## src/rtl/param_register_file_pkg.sv

```systemverilog
// Shared types and default sizing for the parameterised register file.
package param_register_file_pkg;

    localparam int unsigned DEF_DATA_WIDTH = 16;
    localparam int unsigned DEF_ADDR_WIDTH = 6;
    localparam int unsigned DEF_NUM_READ   = 2;
    localparam int unsigned DEF_ZERO_REG   = 0;

    typedef enum logic {
        ST_IDLE  = 1'b0,
        ST_CLEAR = 1'b1
    } state_e;

endpackage : param_register_file_pkg

```

## src/rtl/regfile_clear_fsm.sv

```systemverilog
// Clear-sweep controller: owns state, sweep pointer, Busy and the dropped-write pulse.
module regfile_clear_fsm
    import param_register_file_pkg::*;
#(
    parameter int unsigned ADDR_WIDTH = DEF_ADDR_WIDTH
) (
    input  logic                  Clock,
    input  logic                  nReset,
    input  logic                  Clear,
    input  logic                  WriteEnable,
    output logic                  busy,
    output logic [ADDR_WIDTH-1:0] ptr,
    output logic                  write_dropped,
    output logic                  write_accept_c
);

    localparam int unsigned DEPTH = 1 << ADDR_WIDTH;

    state_e                state, state_n;
    logic [ADDR_WIDTH-1:0] ptr_n;
    logic                  dropped_n;

    // Reset lands in CLEAR so storage is swept before first use.
    always_ff @(posedge Clock or negedge nReset) begin
        if (!nReset) begin
            state         <= ST_CLEAR;
            ptr           <= '0;
            write_dropped <= 1'b0;
        end else begin
            state         <= state_n;
            ptr           <= ptr_n;
            write_dropped <= dropped_n;
        end
    end

    always_comb begin
        state_n        = state;
        ptr_n          = ptr;
        write_accept_c = 1'b0;
        dropped_n      = 1'b0;
        case (state)
            ST_IDLE: begin
                if (Clear) begin
                    state_n = ST_CLEAR;
                    ptr_n   = '0;
                end else begin
                    write_accept_c = WriteEnable;
                end
            end
            ST_CLEAR: begin
                // Clear requests are ignored here; the sweep never restarts.
                ptr_n = ptr + ADDR_WIDTH'(1);
                if (ptr == ADDR_WIDTH'(DEPTH - 1)) begin
                    state_n = ST_IDLE;
                end
            end
            default: begin
                state_n = ST_CLEAR;
                ptr_n   = '0;
            end
        endcase
        dropped_n = WriteEnable & ~write_accept_c;
    end

    assign busy = (state == ST_CLEAR);

endmodule : regfile_clear_fsm

```

## src/rtl/param_register_file.sv

```systemverilog
// Multi-read-port register file with write-through bypass and a sweeping clear.
module param_register_file
    import param_register_file_pkg::*;
#(
    parameter int unsigned DATA_WIDTH = DEF_DATA_WIDTH,
    parameter int unsigned ADDR_WIDTH = DEF_ADDR_WIDTH,
    parameter int unsigned NUM_READ   = DEF_NUM_READ,
    parameter int unsigned ZERO_REG   = DEF_ZERO_REG
) (
    input  logic                           Clock,
    input  logic                           nReset,
    input  logic                           Clear,
    output logic                           Busy,
    input  logic                           WriteEnable,
    input  logic [ADDR_WIDTH-1:0]          WriteAddress,
    input  logic [DATA_WIDTH-1:0]          WriteData,
    output logic                           WriteDropped,
    input  logic [NUM_READ*ADDR_WIDTH-1:0] ReadAddress,
    output logic [NUM_READ*DATA_WIDTH-1:0] ReadData
);

    localparam int unsigned DEPTH = 1 << ADDR_WIDTH;

    logic [ADDR_WIDTH-1:0] ptr;
    logic                  write_accept_c;
    logic                  zero_target_c;
    logic [DATA_WIDTH-1:0] regs [DEPTH];

    regfile_clear_fsm #(
        .ADDR_WIDTH (ADDR_WIDTH)
    ) u_clear_fsm (
        .Clock          (Clock),
        .nReset         (nReset),
        .Clear          (Clear),
        .WriteEnable    (WriteEnable),
        .busy           (Busy),
        .ptr            (ptr),
        .write_dropped  (WriteDropped),
        .write_accept_c (write_accept_c)
    );

    assign zero_target_c = (ZERO_REG != 0) && (WriteAddress == '0);

    // Storage has no reset; the sweep is the only way it gets cleared.
    always_ff @(posedge Clock) begin
        if (Busy) begin
            regs[ptr] <= '0;
        end else if (write_accept_c && !zero_target_c) begin
            regs[WriteAddress] <= WriteData;
        end
    end

    for (genvar i = 0; i < NUM_READ; i++) begin : g_read
        logic [ADDR_WIDTH-1:0] addr_c;
        logic [DATA_WIDTH-1:0] data_c;

        assign addr_c = ReadAddress[i*ADDR_WIDTH +: ADDR_WIDTH];

        always_comb begin
            data_c = '0;
            if (Busy) begin
                data_c = '0;
            end else if ((ZERO_REG != 0) && (addr_c == '0)) begin
                data_c = '0;
            end else if (write_accept_c && (addr_c == WriteAddress)) begin
                data_c = WriteData;
            end else begin
                data_c = regs[addr_c];
            end
        end

        assign ReadData[i*DATA_WIDTH +: DATA_WIDTH] = data_c;
    end

endmodule : param_register_file

```

## config.mk

```make
export PLATFORM = sky130hd
export DESIGN_NAME = param_register_file
export DESIGN_NICKNAME = d
export VERILOG_FILES = /design/src/rtl/param_register_file_pkg.sv /design/src/rtl/regfile_clear_fsm.sv /design/src/rtl/param_register_file.sv
export SDC_FILE = /design/constraint.sdc
export NUM_CORES = 1
export LEC_CHECK = 0
export CAP_MARGIN = 20
export CORE_UTILIZATION = 35
export DETAILED_ROUTE_END_ITERATION = 6
export PLACE_DENSITY = 0.51
export RECOVER_POWER = 100
export SLEW_MARGIN = 20
export SYNTH_ARGS = -nofsm -noshare
export SYNTH_HDL_FRONTEND = slang
export SYNTH_SLANG_ARGS = --single-unit
```

## constraint.sdc

```tcl
create_clock -name Clock -period 4.41 [get_ports Clock]
set_clock_uncertainty 0.1 [all_clocks]
set_input_delay 0.882 -clock Clock [delete_from_list [all_inputs] [get_ports Clock]]
set_output_delay 0.882 -clock Clock [all_outputs]
set_load 0.1 [all_outputs]
```

==> run_1/sizes.png <==
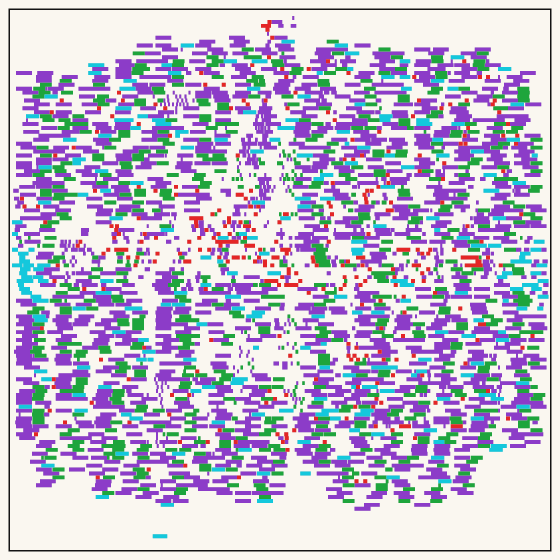
- red: _3 and _4 cells (cells 307; share 10%)
- green: _2 cells (cells 694; share 23%)
- cyan: _6 and larger (cells 243; share 8.2%)
- purple: _0 and _1 cells (cells 1724; share 58%)

==> run_1/wires.png <==
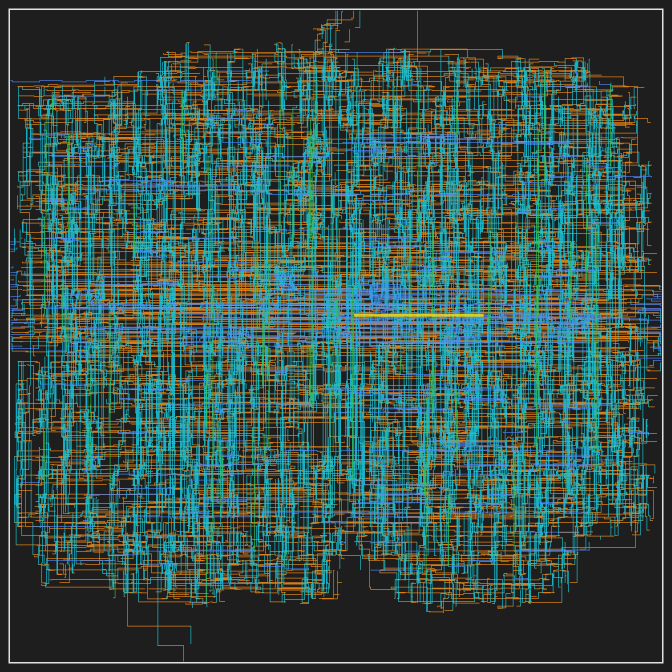
- cyan: metal 2 (wire length 85.5 mm)
- blue: metal 3 (wire length 14500 um)
- yellow: metal 5 (wire length 72.7 um)
- orange: metal 1 (wire length 71.2 mm)
- green: metal 4 (wire length 5420 um)
average wire per cell in the routed design: 37.1 um
overall track demand over capacity in global routing: 25.0%
detailed-route wire length: 177 mm
via count: 28954

==> run_1/placement_by_type.png <==
Fill, decap, tap and diode cells in gray.
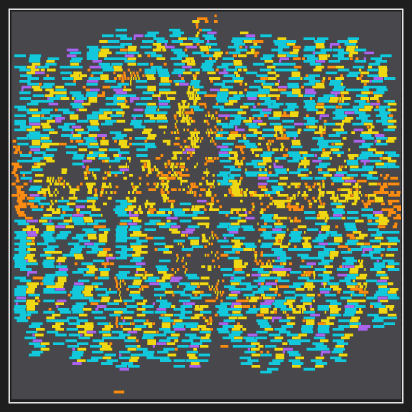
- cyan: flops (cells 1032; share of their area 55%)
- yellow: combinational and other logic (cells 1198; share of their area 30%)
- purple: clock drivers and dummy loads (cells 205; share of their area 6.6%)
- orange: other buffers and delay cells (cells 533; share of their area 8.8%)

==> out/qor.rpt, run 1 <==
JOB
--------------------------------------------------------------------------------------------
Total of max-cap violations ...................................................            7

CELLS AND AREA
--------------------------------------------------------------------------------------------
Proportion of layout cells with a drive suffix above 1 ........................        41.9%
FF/Latch Area ................................................................. 0.0310 sq mm
Number of nets in the layout ..................................................         2916
Layout Utilization ............................................................        42.9%
Final clock-cell share ........................................................        6.38%

SYNTH
--------------------------------------------------------------------------------------------
Basic-gate share of the synthesized area counting and, or, nand and nor cells .        2.85%
FA/HA/MAJ Cells, Area Fraction ................................................      0.0258%
Commonest flop ................................................................ sky130_fd_sc_hd__edfxtp_1
Synthesized net count .........................................................         2454
Yosys Warn Count ..............................................................            0
Leading cell type by number of instances after synthesis ...................... sky130_fd_sc_hd__edfxtp_1
Cell area after synthesis ..................................................... 0.0485 sq mm
Main kind of combinational logic by area ...................................... multiplexers
Distinct cell type count after synthesis ......................................           61

GRT
--------------------------------------------------------------------------------------------
Remaining Overflow, GRT .......................................................            0
Antenna violations before repair ..............................................            2
Vias in the first global route ................................................        29658
Largest net degree at the start of global routing .............................           65

STA
--------------------------------------------------------------------------------------------
Final count of pins violating max slew ........................................          298
Setup slack of the critical path after layout .................................   -0.0184 ns
Endpoints failing setup .......................................................            5

POWER
--------------------------------------------------------------------------------------------
Leak pwr ......................................................................      19.9 nW
Logic gate share of total power ...............................................        15.2%
Clock power frac ..............................................................        38.7%
Cell Int Power ................................................................      18.6 mW
Highest-power group ........................................................... sequential cells
Power dissipated in combinational cells .......................................      3.84 mW
Clock-net power ...............................................................      9.77 mW

DIE
--------------------------------------------------------------------------------------------
Number of primary I/O pins ....................................................           72
Inserted tap cell count .......................................................         1794
Die Span Y ....................................................................       374 um

ROUTE
--------------------------------------------------------------------------------------------
Wire length on met1 ...........................................................      71.2 mm
Post-detailed-route DRC marker count ..........................................            0
Met3 routed wirelength ........................................................      14.5 mm
Top layer in use ..............................................................         met5
Iteration count of the initial detailed-routing pass ..........................            6

OUTCOME
--------------------------------------------------------------------------------------------
Failing checks ................................................................ max-capacitance violations, max-slew violations, negative setup slack
Outcome ....................................................................... complete, but fails checks

CLOCKING
--------------------------------------------------------------------------------------------
Total setup buffers inserted after CTS ........................................            7
Num Clock Sinks ...............................................................         1032
Total of cells resized after clock tree synthesis .............................           48

SETUP PATH
--------------------------------------------------------------------------------------------
Element type at the critical path start .......................................   input port

[run 1: cell usage in the layout, fill, tap and decap left out, types with 8 or more instances in the layout]
cell / synthesis / final
sky130_fd_sc_hd__nor2_2: 1 / 16
sky130_fd_sc_hd__nor2_1: 98 / 81
sky130_fd_sc_hd__nand2_1: 79 / 78
sky130_fd_sc_hd__o31ai_1: 10 / 8
sky130_fd_sc_hd__clkinv_2: 0 / 18
sky130_fd_sc_hd__a32oi_1: 12 / 12
sky130_fd_sc_hd__o22ai_1: 66 / 65
sky130_fd_sc_hd__bufinv_16: 0 / 20
sky130_fd_sc_hd__o21ai_0: 17 / 14
sky130_fd_sc_hd__nand2b_1: 22 / 22
sky130_fd_sc_hd__nor4_1: 14 / 14
sky130_fd_sc_hd__nor3_1: 9 / 9
sky130_fd_sc_hd__edfxtp_1: 1024 / 1024
sky130_fd_sc_hd__clkbuf_16: 0 / 115
sky130_fd_sc_hd__buf_16: 0 / 8
sky130_fd_sc_hd__clkbuf_1: 60 / 70
sky130_fd_sc_hd__buf_4: 21 / 275
sky130_fd_sc_hd__clkdlybuf4s50_1: 0 / 23
sky130_fd_sc_hd__clkinv_1: 1 / 25
sky130_fd_sc_hd__mux4_2: 547 / 547
sky130_fd_sc_hd__mux2i_1: 92 / 84
sky130_fd_sc_hd__a211o_1: 12 / 10
sky130_fd_sc_hd__buf_6: 7 / 20
sky130_fd_sc_hd__nand3b_1: 8 / 8
sky130_fd_sc_hd__buf_12: 0 / 68
sky130_fd_sc_hd__xnor2_1: 14 / 13
sky130_fd_sc_hd__nand3_1: 24 / 19
sky130_fd_sc_hd__clkinvlp_4: 0 / 9
sky130_fd_sc_hd__mux2_2: 12 / 10
sky130_fd_sc_hd__clkbuf_2: 0 / 63
sky130_fd_sc_hd__a22oi_1: 14 / 14
sky130_fd_sc_hd__inv_1: 20 / 17
sky130_fd_sc_hd__a32o_1: 17 / 17
[run 1: flip-flops by register name, summed over array words and instances, names as in the netlist]
| name | cells |
|---|---|
| regs | 1024 |
| u_clear_fsm.ptr | 6 |
| u_clear_fsm.busy | 1 |
| u_clear_fsm.write_dropped | 1 |
[run 1: critical path, stage by stage]
cell	delay (ns)
sky130_fd_sc_hd__clkdlybuf4s50_1	0.68
sky130_fd_sc_hd__buf_4	0.23
sky130_fd_sc_hd__inv_1	0.08
sky130_fd_sc_hd__nor2_1	0.14
sky130_fd_sc_hd__o21ai_1	0.12
sky130_fd_sc_hd__buf_6	0.17
sky130_fd_sc_hd__o31ai_1	0.44
sky130_fd_sc_hd__buf_4	0.23
sky130_fd_sc_hd__a211o_1	0.25
sky130_fd_sc_hd__buf_12	0.21
[run 1: stage by stage]
step / power, mW / hold slack, ns / TNS, ns
after floorplan: 13.8 / 0.444 / -0.0380
after global placement: 15.8 / 0.523 / -3.36
after detailed placement: 15.9 / 0.540 / -3.29
after CTS: 25.7 / 0.333 / 0
after global routing: 26.0 / 0.416 / 0
final: 25.3 / 0.441 / -0.0557
[run 1: routing by layer]
layer  up-vias  global-route usage [%]
met4         2                    6.64
met1     15886                    33.6
met2      1328                    40.9
met3       254                    5.64
met5         -                       0
li1      11484                       -
--- run 2 (diff from run 1) ---
--- a/config.mk
+++ b/config.mk
@@ -5,6 +5,7 @@
 export SDC_FILE = /design/constraint.sdc
 export NUM_CORES = 1
 export LEC_CHECK = 0
+export ABC_CLOCK_PERIOD_IN_PS = 4410
 export CAP_MARGIN = 20
 export CORE_UTILIZATION = 35
 export DETAILED_ROUTE_END_ITERATION = 6
==> run 2 against run 1 <==
The flow still finishes with violations (max-capacitance violations, max-slew violations, negative setup slack). Non-clock buffer count unchanged. Combinational power is essentially flat. Clock-buffer cell count is the same. Hold slack is the same. Cell area did not move. Sequential power barely moved. Critical path type unchanged. Critical endpoint unchanged. Largest power group unchanged.
==> out/qor.rpt, run 2 <==
CELLS AND AREA
-----------------------------------------------------------------------
Max FFs per register .....................................         1024   unchanged
Largest regs ............................................. regs (1024), u_clear_fsm.ptr (6)
Top logic cells by instance count in the layout .......... 1024 x sky130_fd_sc_hd__edfxtp_1, 547 x sky130_fd_sc_hd__mux4_2, 275 x sky130_fd_sc_hd__buf_4
Top reg by flops .........................................         regs
Proportion of layout cells with a drive suffix above 1 ...        41.9%   unchanged

STA
-----------------------------------------------------------------------
Setup slack of the critical path after layout ............   -0.0184 ns   unchanged
Endpoints failing setup ..................................            5   unchanged
Final count of pins violating max slew ...................          298   unchanged
Ratio of final minimum period to clock period ............         100%

SYNTH
-----------------------------------------------------------------------
Yosys Warn Count .........................................            0   unchanged
Synthesized net count ....................................         2454   unchanged
Commonest flop ........................................... sky130_fd_sc_hd__edfxtp_1
Distinct cell type count after synthesis .................           61   unchanged
Leading cell type by number of instances after synthesis . sky130_fd_sc_hd__edfxtp_1
Cell area after synthesis ................................ 0.0485 sq mm   unchanged

ROUTE
-----------------------------------------------------------------------
Via count ................................................        28954   unchanged
Average wire per cell in the routed design ...............      37.1 um   unchanged
Iteration count of the initial detailed-routing pass .....            6   unchanged
Post-detailed-route DRC marker count .....................            0   unchanged
Detailed-route wire length ...............................       177 mm   unchanged

SETUP PATH
-----------------------------------------------------------------------
Buf+Inv Stages, Crit Path ................................            6   unchanged
Most numerous cell on the critical path .................. sky130_fd_sc_hd__buf_4
Length in cells of the worst reg-to-reg path .............            8
Crit path largest cell delay .............................      0.68 ns   about the same
Top delay family on crit path ............................ buffers and inverters
Slowest cell on crit path ................................ sky130_fd_sc_hd__clkdlybuf4s50_1

POWER
-----------------------------------------------------------------------
Leak pwr .................................................      19.9 nW   unchanged

GRT
-----------------------------------------------------------------------
Remaining Overflow, GRT ..................................            0   unchanged
Largest net degree at the start of global routing ........           65   unchanged
Overall track demand over capacity in global routing .....        25.0%   unchanged
Vias in the first global route ...........................        29658   unchanged

DIE
-----------------------------------------------------------------------
Die Span Y ...............................................       374 um   unchanged

JOB
-----------------------------------------------------------------------
Total of max-cap violations ..............................            7   unchanged

OUTCOME
-----------------------------------------------------------------------
Outcome .................................................. complete, but fails checks
Failing checks ........................................... max-capacitance violations, max-slew violations, negative setup slack

-- run 2: cell counts in the layout (fill, tap and decap cells not counted) --
No cell type changed its count.
-- run 2: cell type report --
cell class / instances / area (sq um) / share of cell area (%)
Timing Repair Buffer: 533 / 5010 / 8.49
Clock inverter: 74 / 885 / 1.50
Clock buffer: 131 / 2870 / 4.88
Tap cell: 1794 / 2240 / 3.81
Antenna cell: 1 / 2.50 / 0.00425
Inverter: 21 / 86.3 / 0.146
Multi-Input combinational cell: 1177 / 16900 / 28.7
Sequential cell: 1032 / 31000 / 52.5
-- run 2: logic make-up after synthesis --
kind of cell / Yosys count / synth area share [%]
muxes: 651 / 27.6
adders and majority gates: 1 / 0.0258
buffers and inverters: 206 / 2.07
DFF: 1032 / 63.9
and+or+nand+nor: 292 / 2.85
xor gates and xnor gates: 16 / 0.289
AOI/OAI and AO/OA: 217 / 3.31
-- run 2: what timing repair did --
item	4_1_cts	5_1_grt
buffers inserted	7	3
setup endpoints to repair	23	26
gates resized	48	26
gates cloned	5	4
pin swaps	3	2
endpoints found under the hold margin	0	0
-- run 2: worst max path at each step --
| stage | cells past startpoint | slack (ns) | to | startpoint |
|---|---|---|---|---|
| after detailed placement | 9 | -0.41 | ReadData[5] | ReadAddress[0] |
| after global placement | 9 | -0.42 | ReadData[1] | ReadAddress[0] |
| final | 10 | -0.02 | ReadData[13] | ReadAddress[4] |
| after CTS | 10 | 0.008 | ReadData[31] | WriteAddress[5] |
| after global routing | 10 | 0.003 | ReadData[13] | ReadAddress[4] |
| after floorplan | 8 | -0.04 | ReadData[7] | ReadAddress[0] |
-- run 2: per-layer routing --
metal	GRT usage, %	vias up	routed length (um)
li1	-	11484	-
met1	33.6	15886	71200
met2	40.9	1328	85500
met3	5.64	254	14500
met4	6.64	2	5420
met5	0	-	72
-- run 2: stage by stage --
stage / setup slack [ns] / setup TNS [ns] / hold slack (ns) / utilization, %
3_3_place_gp: -0.415 / -3.36 / 0.523 / 40.5
4_1_cts: 0.00813 / 0 / 0.333 / 43.6
6_report: -0.0184 / -0.0557 / 0.441 / 42.9
5_1_grt: 0.00337 / 0 / 0.416 / 42.9
2_1_floorplan: -0.0380 / -0.0380 / 0.444 / -
3_5_place_dp: -0.413 / -3.29 / 0.540 / 40.5
-- run 2: where the power goes --
part           leakage [nW]  switching (mW)  internal, mW  total, mW
clock network          1.82            3.96          5.80       9.77
registers              9.96           0.273          11.4       11.7
logic                  8.07            2.38          1.46       3.84
total                  19.9            6.62          18.6       25.3
-- run 2: worst register-to-register path, cell delays in order, from the launching register on --
cell and delay, ns:
sky130_fd_sc_hd__dfstp_1 0.60, sky130_fd_sc_hd__buf_4 0.43, sky130_fd_sc_hd__nor2_1 0.23, sky130_fd_sc_hd__nand2_1 0.28, sky130_fd_sc_hd__clkbuf_1 0.80, sky130_fd_sc_hd__nor3b_1 0.13
sky130_fd_sc_hd__o21ai_1 0.63, sky130_fd_sc_hd__nor2_1 0.12, sky130_fd_sc_hd__clkbuf_2 0.44
==> run_2/placement.png <==
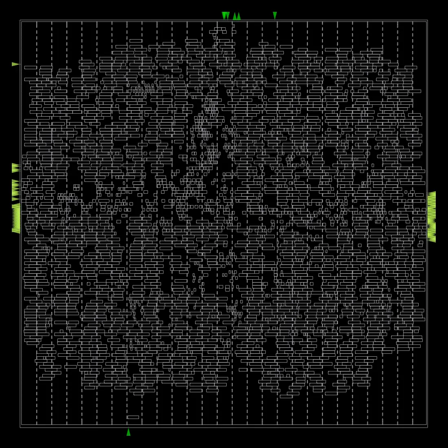
fill cell instance count of the final layout: 12046
area of the placeable core: 0.137 sq mm
count of flip-flops and latches: 1032
inserted tap cell count: 1794
Placement Rows: 136

==> run_2/sizes.png <==
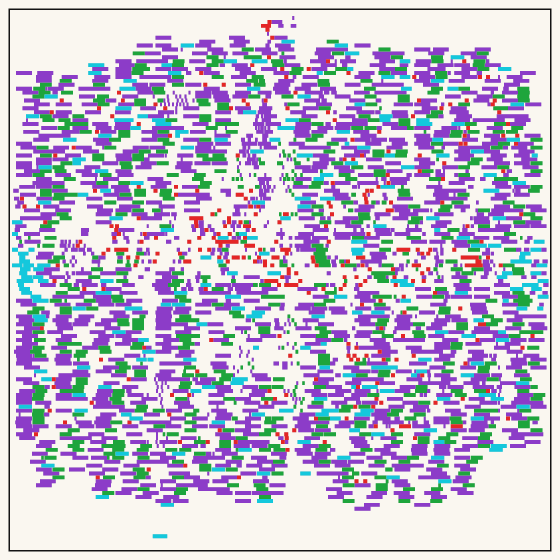
- green: _2 cells (cells 694; share 23%)
- red: _3 and _4 cells (cells 307; share 10%)
- purple: _0 and _1 cells (cells 1724; share 58%)
- cyan: _6 and larger (cells 243; share 8.2%)

==> run_2/io_fan.png <==
The bar under the picture is 100 um long.
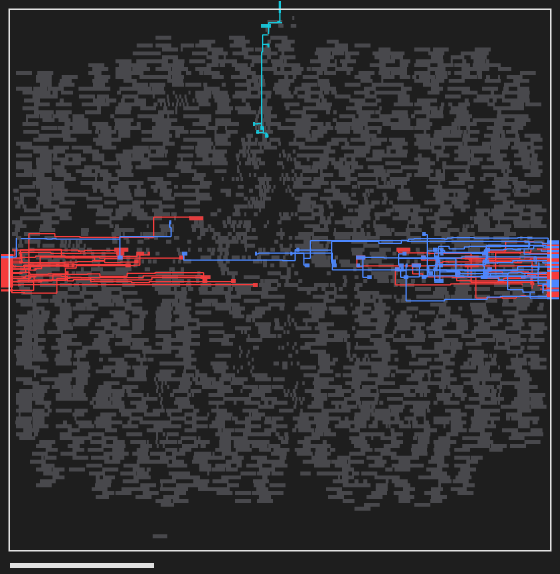
- red: `ReadData` (direction output; end cells 32; buffers 33; wire 3040 um)
- blue: `WriteData` (direction input; end cells 42; buffers 16; wire 2240 um)
- cyan: `Clear` (direction input; end cells 6; buffers 2; wire 122 um)
number of primary I/O pins: 72
number of buffers added on ports: 71

--- run 3 (diff from run 2) ---
--- a/config.mk
+++ b/config.mk
@@ -9,6 +9,7 @@
 export CAP_MARGIN = 20
 export CORE_UTILIZATION = 35
 export DETAILED_ROUTE_END_ITERATION = 6
+export GPL_TIMING_DRIVEN = 0
 export PLACE_DENSITY = 0.51
 export RECOVER_POWER = 100
 export SLEW_MARGIN = 20
==> run 3 against run 2 <==
The run ends with negative setup slack left. Largest power group unchanged. Clock-buffer cell count up 11. Clock power down 0.5%. Wire length is 26% higher. Power rose by 3.7%. Die area stayed put. Critical path depth is 1 lower. Critical path type unchanged. Cell area is 4.4% higher.
==> out/qor.rpt, run 3 <==
SYNTH
-----------------------------------------------------------------------
Distinct cell type count after synthesis .................           61   unchanged
Synthesized net count ....................................         2454   unchanged
Leading cell type by number of instances after synthesis . sky130_fd_sc_hd__edfxtp_1
Commonest flop ........................................... sky130_fd_sc_hd__edfxtp_1

SETUP PATH
-----------------------------------------------------------------------
Buf+Inv Stages, Crit Path ................................            4   -2
Most numerous cell on the critical path .................. sky130_fd_sc_hd__buf_12
Slowest cell on crit path ................................ sky130_fd_sc_hd__a221oi_4

OUTCOME
-----------------------------------------------------------------------
Outcome .................................................. complete, but fails checks
Failing checks ........................................... negative setup slack

PLACE
-----------------------------------------------------------------------
Pre-CTS setup slack ......................................     -3.24 ns   -2.83 ns

GRT
-----------------------------------------------------------------------
Largest net degree at the start of global routing ........           65   unchanged
Overall track demand over capacity in global routing .....        31.8%   +6.8 points

ROUTE
-----------------------------------------------------------------------
Detailed-route wire length ...............................       223 mm   +26%
Iteration count of the initial detailed-routing pass .....            6   unchanged
Average wire per cell in the routed design ...............      48.0 um   +29%

CELLS AND AREA
-----------------------------------------------------------------------
Largest regs ............................................. regs (1024), u_clear_fsm.ptr (6)
Top logic cells by instance count in the layout .......... 1024 x sky130_fd_sc_hd__edfxtp_1, 547 x sky130_fd_sc_hd__mux4_2, 122 x sky130_fd_sc_hd__clkbuf_16

STA
-----------------------------------------------------------------------
Ratio of final minimum period to clock period ............         104%   +3.9 points
Setup slack of the critical path after layout ............    -0.191 ns   -0.172 ns
Endpoints failing setup ..................................           24   +19
Final count of pins violating max slew ...................            0   -100%

DIE
-----------------------------------------------------------------------
Number of primary I/O pins ...............................           72   unchanged

POWER
-----------------------------------------------------------------------
Leak pwr .................................................      20.0 nW   +0.97%

JOB
-----------------------------------------------------------------------
Total of max-cap violations ..............................            0   -7

==> run 3: worst reg2reg max path, cell delays in order (launching register included) <==
cell                      delay, ns
sky130_fd_sc_hd__dfstp_4       0.50
sky130_fd_sc_hd__nor2_1        0.34
sky130_fd_sc_hd__nand2_1       0.76
sky130_fd_sc_hd__o22ai_1       0.58
sky130_fd_sc_hd__nand2_1       0.70
sky130_fd_sc_hd__nor2_4        0.91
==> run 3: power by group <==
part / internal [mW] / total [mW] / switching [mW]
Combinational: 1.73 / 4.86 / 3.13
Clock: 5.62 / 9.72 / 4.10
Sequential: 11.4 / 11.6 / 0.243
==> run 3: cell type report <==
class / instances / area (sq um)
inverters: 21 / 83.8
repair buffers: 225 / 3410
diodes: 14 / 35.0
clock buffers: 142 / 3070
multi-input cells: 1177 / 18600
flip-flops and latches: 1032 / 31000
plain buffers: 178 / 2490
clock inverters: 68 / 673
well taps: 1794 / 2240
fillers: 11613 / 76000
==> run 3: kinds of logic (layout without fill, tap and decap cells) <==
| logic type | count (synthesis) | in the layout | share of synthesized area (%) |
|---|---|---|---|
| flops | 1032 | 1032 | 63.9 |
| mux | 651 | 651 | 27.6 |
| simple gates | 292 | 292 | 2.85 |
| compound gates | 217 | 217 | 3.31 |
| buf+inv | 206 | 634 | 2.07 |
| xor+xnor | 16 | 16 | 0.289 |
| fa+ha+maj | 1 | 1 | 0.0258 |
| other cells | 0 | 14 | 0 |
==> run 3: what timing repair did <==
item                                    CTS  global route
resized                                 873            51
setup buffers                            58            23
endpoints found under the setup margin   54            25
gates cloned                              5             2
hold endpoints to repair                  0             0
pin swaps                                31            15
==> run 3: worst paths after layout <==
check / from / end / slack [ns] / cells past startpoint
setup / recovery: ReadAddress[1] / ReadData[7] / -0.19 / 9
hold / removal: nReset / u_clear_fsm.write_dropped / 0.40 / 1
setup reg to reg: u_clear_fsm.busy / regs[25][5] / 0.11 / 5
hold reg to reg: u_clear_fsm.ptr[4] / u_clear_fsm.ptr[4] / 0.58 / 2
max in group asynchronous: nReset / u_clear_fsm.busy / 3.47 / 1
min in group Clock: WriteEnable / u_clear_fsm.write_dropped / 0.51 / 2
==> run 3: metal layers <==
layer / up-vias / global-route usage, % / share of wire [%]
met5: - / 0 / 0.023
met4: 8 / 17.4 / 6.7
met3: 459 / 7.16 / 9.4
met2: 2038 / 48.7 / 45
met1: 16875 / 42.1 / 39
li1: 11290 / - / -
==> run 3: stage by stage <==
stage                     hold slack [ns]  TNS (ns)
final                               0.403     -1.32
after global routing                0.397   -0.0903
after CTS                           0.308   -0.0261
after detailed placement            0.551   -464.83
after global placement              0.519  -3119.91
after floorplan                     0.444   -0.0380
==> run_3/sizes.png <==
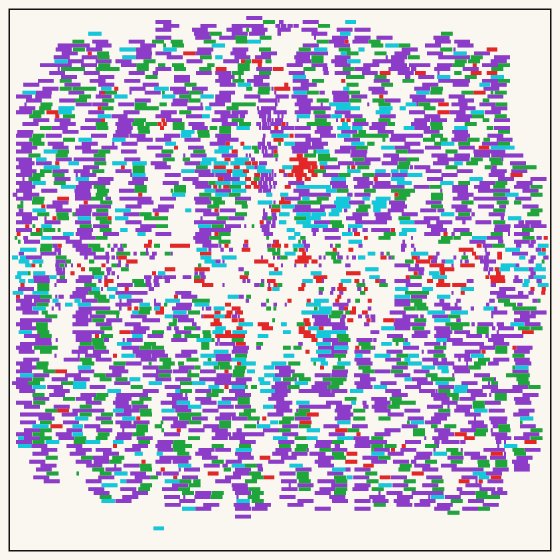
- cyan: _6 and larger (cells 369; share 13%)
- purple: _0 and _1 cells (cells 1496; share 53%)
- red: _3 and _4 cells (cells 286; share 10%)
- green: _2 cells (cells 692; share 24%)
buffer count excluding the clock tree in the final layout: 403
Area growth syn-to-layout: 26.9%
final instance area: 0.0615 sq mm

==> run_3/placement_by_type.png <==
Fill, decap, tap and diode cells in gray.
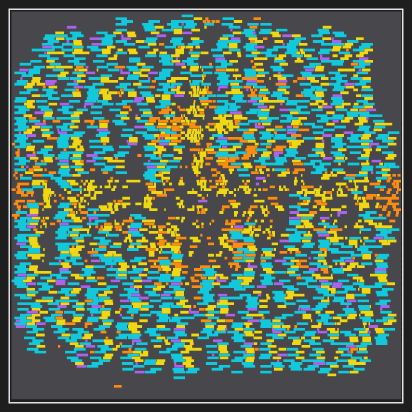
- cyan: flops (cells 1032; share of their area 52%)
- purple: clock drivers and dummy loads (cells 210; share of their area 6.3%)
- orange: other buffers and delay cells (cells 403; share of their area 10%)
- yellow: combinational and other logic (cells 1198; share of their area 31%)

==> run_3/placement.png <==
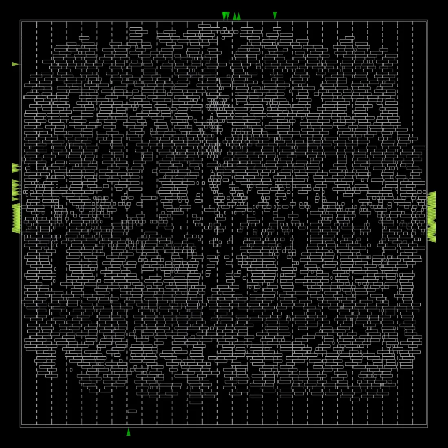
final non-filler cell total: 4651
Layout Utilization: 44.7%
sequential cell area share: 50.3%

Power is estimated from default activity; no workload was simulated.
